File: config.mk
export PLATFORM = sky130hd
export DESIGN_NAME = blackjack_hand_rx
export DESIGN_NICKNAME = d
export VERILOG_FILES = /design/src/rtl/blackjack_hand_rx_pkg.sv /design/src/rtl/blackjack_hand_rx_hand_value_calc.sv /design/src/rtl/blackjack_hand_rx.sv
export SDC_FILE = /design/constraint.sdc
export NUM_CORES = 1
export LEC_CHECK = 0
export CAP_MARGIN = 30
export CORE_MARGIN = 2
export CORE_UTILIZATION = 30
export DETAILED_ROUTE_END_ITERATION = 8
export HOLD_SLACK_MARGIN = 0.02
export PLACE_DENSITY = 0.55
export SLEW_MARGIN = 20
export SYNTH_ARGS = -nofsm -noshare
export SYNTH_HDL_FRONTEND = slang
export SYNTH_SLANG_ARGS = --single-unit
File: constraint.sdc
create_clock -name clk_i -period 3.8 [get_ports clk_i]
set_input_delay 0.38 -clock clk_i [delete_from_list [all_inputs] [get_ports clk_i]]
set_output_delay 0.38 -clock clk_i [all_outputs]
set_load 0.05 [all_outputs]
File: src/rtl/blackjack_hand_rx_pkg.sv
// Shared constants, card field positions and FSM state encoding for the blackjack hand receiver.
// Optional build macro used by the top: DEALER_AUTOPLAY_EN.
package blackjack_hand_rx_pkg;

    localparam int RANK_LSB = 0;
    localparam int RANK_MSB = 3;
    localparam int SUIT_LSB = 4;
    localparam int SUIT_MSB = 5;

    localparam logic [3:0] RANK_ACE  = 4'd1;
    localparam logic [3:0] RANK_KING = 4'd13;

    localparam logic [4:0] BJ_LIMIT     = 5'd21;
    localparam logic [4:0] DEALER_STAND = 5'd17;

    typedef enum logic [2:0] {
        IDLE   = 3'd0,
        REQ    = 3'd1,
        WAIT   = 3'd2,
        ACCUM  = 3'd3,
        PLAYER = 3'd4,
        DONE   = 3'd5
    } state_e;

endpackage

File: src/rtl/blackjack_hand_rx_hand_value_calc.sv
// Combinational card valuation (rank -> value, ace, validity) and best-hand evaluation
// (hard sum plus ace -> total with soft-ace promotion, saturated at 31).
module hand_value_calc
    import blackjack_hand_rx_pkg::*;
(
    input  logic [3:0] rank_i,
    input  logic [5:0] hard_sum_i,
    input  logic       ace_i,
    output logic       card_valid_o,
    output logic       card_ace_o,
    output logic [3:0] card_value_o,
    output logic [4:0] hand_total_o,
    output logic       soft_o
);

    // NOTE: every output gets a value on every path, so no latch is inferred.
    always_comb begin
        card_valid_o = (rank_i >= RANK_ACE) && (rank_i <= RANK_KING);
        card_ace_o   = (rank_i == RANK_ACE);
        if (!card_valid_o) begin
            card_value_o = 4'd0;
        end else if (rank_i > 4'd10) begin
            card_value_o = 4'd10;
        end else begin
            card_value_o = rank_i;
        end

        soft_o = ace_i && (hard_sum_i <= 6'd11);
        if (soft_o) begin
            hand_total_o = hard_sum_i[4:0] + 5'd10;
        end else if (hard_sum_i > 6'd31) begin
            hand_total_o = 5'd31;
        end else begin
            hand_total_o = hard_sum_i[4:0];
        end
    end

endmodule

File: src/rtl/blackjack_hand_rx.sv
// One blackjack hand: requests cards, waits CARD_LATENCY cycles, validates and accumulates them.
// Define DEALER_AUTOPLAY_EN to replace hit/stand control with the dealer hit-below-17 rule.
module blackjack_hand_rx
    import blackjack_hand_rx_pkg::*;
#(
    parameter int CARD_LATENCY = 1,
    parameter int MAX_CARDS    = 11,
    parameter int MAX_RETRY    = 3
) (
    input  logic       clk_i,
    input  logic       rst_i,
    input  logic       new_round_i,
    input  logic       hit_i,
    input  logic       stand_i,
    input  logic [7:0] card_i,
    output logic       request_card_o,
    output logic [4:0] hand_total_o,
    output logic [3:0] card_count_o,
    output logic       soft_o,
    output logic       bust_o,
    output logic       blackjack_o,
    output logic       done_o,
    output logic       error_o
);

    localparam logic [3:0] LATENCY_W   = 4'(CARD_LATENCY);
    localparam logic [3:0] MAX_CARDS_W = 4'(MAX_CARDS);
    localparam logic [3:0] MAX_RETRY_W = 4'(MAX_RETRY);

    state_e     state_q;
    logic [3:0] wait_q;
    logic [3:0] rank_q;
    logic [5:0] hard_sum_q;
    logic       ace_q;
    logic [3:0] count_q;
    logic [3:0] retry_q;
    logic [4:0] total_q;
    logic       soft_q;
    logic       bust_q;
    logic       bj_q;
    logic       done_q;
    logic       error_q;
    logic       req_q;
    logic       hit_prev_q;

    logic       card_valid;
    logic       card_ace;
    logic [3:0] card_value;
    logic [5:0] sum_d;
    logic       ace_d;
    logic [3:0] count_d;
    logic [4:0] total_d;
    logic       soft_d;
    logic       hit_rise;

    // Candidate hand if the card held in rank_q is accepted this cycle.
    assign sum_d    = hard_sum_q + {2'b00, card_value};
    assign ace_d    = ace_q | card_ace;
    assign count_d  = count_q + 4'd1;
    assign hit_rise = hit_i & ~hit_prev_q;

    hand_value_calc u_calc (
        .rank_i       (rank_q),
        .hard_sum_i   (sum_d),
        .ace_i        (ace_d),
        .card_valid_o (card_valid),
        .card_ace_o   (card_ace),
        .card_value_o (card_value),
        .hand_total_o (total_d),
        .soft_o       (soft_d)
    );

    logic unused_inputs;
`ifdef DEALER_AUTOPLAY_EN
    assign unused_inputs = ^{card_i[7:RANK_MSB+1], hit_rise, stand_i};
`else
    assign unused_inputs = ^card_i[7:RANK_MSB+1];
`endif

    // NOTE: all state is updated with non-blocking assignments so every register sees pre-edge values.
    always_ff @(posedge clk_i or negedge rst_i) begin
        if (!rst_i) begin
            state_q    <= IDLE;
            wait_q     <= 4'd0;
            rank_q     <= 4'd0;
            hard_sum_q <= 6'd0;
            ace_q      <= 1'b0;
            count_q    <= 4'd0;
            retry_q    <= 4'd0;
            total_q    <= 5'd0;
            soft_q     <= 1'b0;
            bust_q     <= 1'b0;
            bj_q       <= 1'b0;
            done_q     <= 1'b0;
            error_q    <= 1'b0;
            req_q      <= 1'b0;
            hit_prev_q <= 1'b0;
        end else begin
            hit_prev_q <= hit_i;
            req_q      <= 1'b0;
            case (state_q)
                IDLE, DONE: begin
                    if (new_round_i) begin
                        hard_sum_q <= 6'd0;
                        ace_q      <= 1'b0;
                        count_q    <= 4'd0;
                        retry_q    <= 4'd0;
                        total_q    <= 5'd0;
                        soft_q     <= 1'b0;
                        bust_q     <= 1'b0;
                        bj_q       <= 1'b0;
                        done_q     <= 1'b0;
                        error_q    <= 1'b0;
                        req_q      <= 1'b1;
                        state_q    <= REQ;
                    end
                end
                REQ: begin
                    wait_q  <= LATENCY_W;
                    state_q <= WAIT;
                end
                WAIT: begin
                    // The count reaches zero on the CARD_LATENCY-th cycle after the request.
                    wait_q <= wait_q - 4'd1;
                    if (wait_q <= 4'd1) begin
                        rank_q  <= card_i[RANK_MSB:RANK_LSB];
                        state_q <= ACCUM;
                    end
                end
                ACCUM: begin
                    if (!card_valid) begin
                        if (retry_q < MAX_RETRY_W) begin
                            retry_q <= retry_q + 4'd1;
                            req_q   <= 1'b1;
                            state_q <= REQ;
                        end else begin
                            error_q <= 1'b1;
                            done_q  <= 1'b1;
                            state_q <= DONE;
                        end
                    end else begin
                        retry_q    <= 4'd0;
                        hard_sum_q <= sum_d;
                        ace_q      <= ace_d;
                        count_q    <= count_d;
                        total_q    <= total_d;
                        soft_q     <= soft_d;
                        if (count_d < 4'd2) begin
                            req_q   <= 1'b1;
                            state_q <= REQ;
                        end else if (count_d == 4'd2 && total_d == BJ_LIMIT) begin
                            bj_q    <= 1'b1;
                            done_q  <= 1'b1;
                            state_q <= DONE;
                        end else if (total_d > BJ_LIMIT) begin
                            bust_q  <= 1'b1;
                            done_q  <= 1'b1;
                            state_q <= DONE;
                        end else if (count_d == MAX_CARDS_W) begin
                            done_q  <= 1'b1;
                            state_q <= DONE;
                        end else begin
                            state_q <= PLAYER;
                        end
                    end
                end
                PLAYER: begin
`ifdef DEALER_AUTOPLAY_EN
                    if (total_q >= DEALER_STAND) begin
                        done_q  <= 1'b1;
                        state_q <= DONE;
                    end else begin
                        req_q   <= 1'b1;
                        state_q <= REQ;
                    end
`else
                    if (stand_i) begin
                        done_q  <= 1'b1;
                        state_q <= DONE;
                    end else if (hit_rise) begin
                        req_q   <= 1'b1;
                        state_q <= REQ;
                    end
`endif
                end
                default: state_q <= IDLE;
            endcase
        end
    end

    assign request_card_o = req_q;
    assign hand_total_o   = total_q;
    assign card_count_o   = count_q;
    assign soft_o         = soft_q;
    assign bust_o         = bust_q;
    assign blackjack_o    = bj_q;
    assign done_o         = done_q;
    assign error_o        = error_q;

endmodule
==> Changelog: implementation <==
## Flow update

* Status: complete, no violations
* Seq share, synth at 38.1%
* TritonCTS Sinks at 38
* Top cell type by instance count after synthesis: dfrtp_1
* Top cells by count: dfrtp_1, nand2_1, nor2_1, a21oi_1
* Final ANT Viol Nets at 0
* Max FFs per register at 6
* Setup TNS at 0 ps
* Arrival @ worst endpoint at 3400 ps
* M1 WL at 2790 um
* Cell total in the yosys stat output at 285
* Final-report hold violation count at 0
* Initial antenna violation count at 0
* MaxCap Viol Count at 0
* DR iter-0 viols at 73
* Max-slew violations at 0
* Psw at 1.38 mW
* Dominant logic cell type in the layout: dfrtp_1
* Area leader share at 38.1%
* Total track usage at 13.5%
* Peak supply drop at 343 uV
* Root Buffer: clkbuf_8
* Die width at 95.2 um
* Critical path class: flip-flop to flip-flop
* Top Layer Used: met4
* Most instantiated logic cells after routing: dfrtp_1, nand2_1, clkdlybuf4s50_1
* Routed length per instance at 13.8 um
[final cells by class]
class / instances / area [um2] / share of cell area (%)
clock inverter: 1 / 30.0 / 1.02
timing repair buffer: 27 / 274 / 9.28
sequential: 38 / 951 / 32.2
tap: 105 / 131 / 4.45
inverter: 16 / 60.1 / 2.03
clock buffer: 7 / 76.3 / 2.59
multi-input combinational: 217 / 1430 / 48.4
[power by group through the flow]
stage	Sequential [mW]	Combinational (mW)	Clock, mW
2_1_floorplan	0.770	1.27	0
3_3_place_gp	0.708	1.71	0
3_5_place_dp	0.714	1.73	0
4_1_cts	0.706	1.75	0.360
5_1_grt	0.735	1.96	0.374
6_report	0.705	1.75	0.349
[cells by family after synthesis]
kind of cell	synth area share, %
fa+ha+maj	6.32
compound gates	21.3
mux	3.31
buf+inv	4.57
xor+xnor	2.11
flops	38.1
simple gates	24.2
[what timing repair did]
item / 4_1_cts / 5_1_grt
setup endpoints to repair: 0 / 0
hold endpoints to repair: 0 / 7
resized: 0 / 0
hold buffers: 0 / 1
[per-stage QoR]
stage / utilization [%] / total power, mW / instances / setup slack, ps / area [um2]
after floorplan: - / 2.04 / 285 / 866 / 2490
after global placement: 34.5 / 2.42 / 400 / 586 / 2800
after detailed placement: 34.5 / 2.44 / 400 / 594 / 2800
after CTS: 35.8 / 2.81 / 408 / 567 / 2910
after global routing: 36.3 / 3.06 / 411 / 361 / 2950
final: 36.3 / 2.80 / 411 / 582 / 2950
[worst max-delay path, cell delays in order, from the launching register on]
cell      delay (ps)
dfrtp_1          450
o21ai_0          160
and2_1           140
ha_1             180
inv_1             60
fa_1             460
xor2_1           330
inv_2             70
a22oi_1          180
o22ai_1          180
or3_4            380
a21o_1           220
a211oi_2         250
nor3_2            70
Fig. 1: M1 wires
Bar = 20 um.
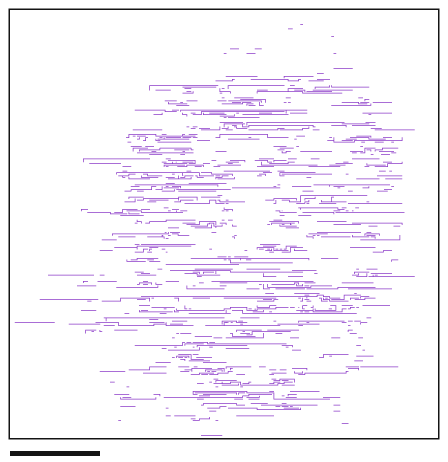
nets with wire on the layer: 294
wire length on this layer: 2790 um
main direction: horizontal
M1 GR Usage: 18.4%
final wirelength: 5680 um
Via Count: 2103

Fig. 2: M2 wires
Bar = 20 um. Cells faint in the background.
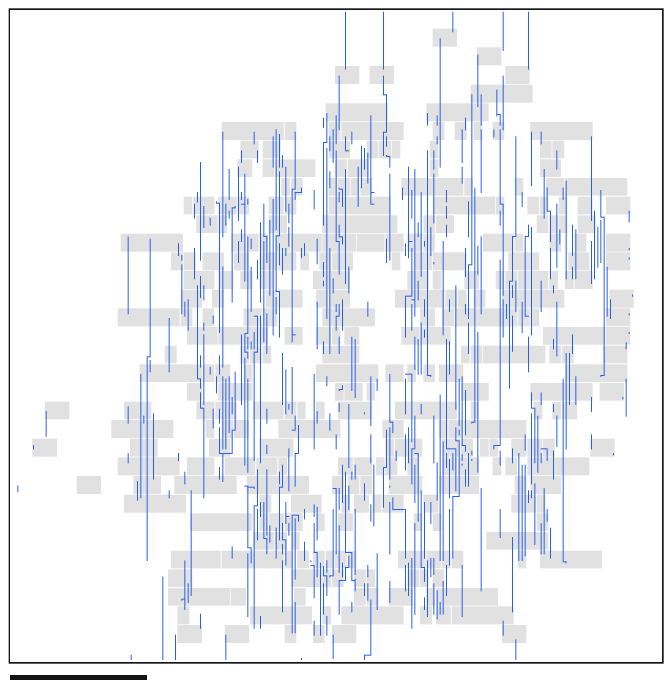
wire length on this layer: 2680 um
nets with wire on the layer: 266
longest straight run: 34.2 um

Fig. 3: M3 wires
Bar = 20 um. Cells faint in the background.
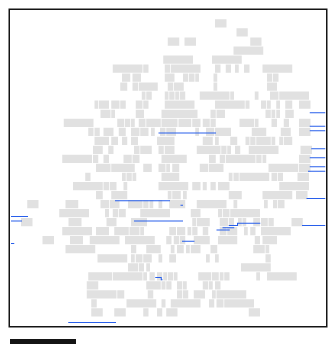
wire length on this layer: 136 um
longest straight run: 17.0 um
nets with wire on the layer: 18
met3 Track Usage GR: 2.21%

Power figures rest on the tool's default switching activity, not on a simulated workload.
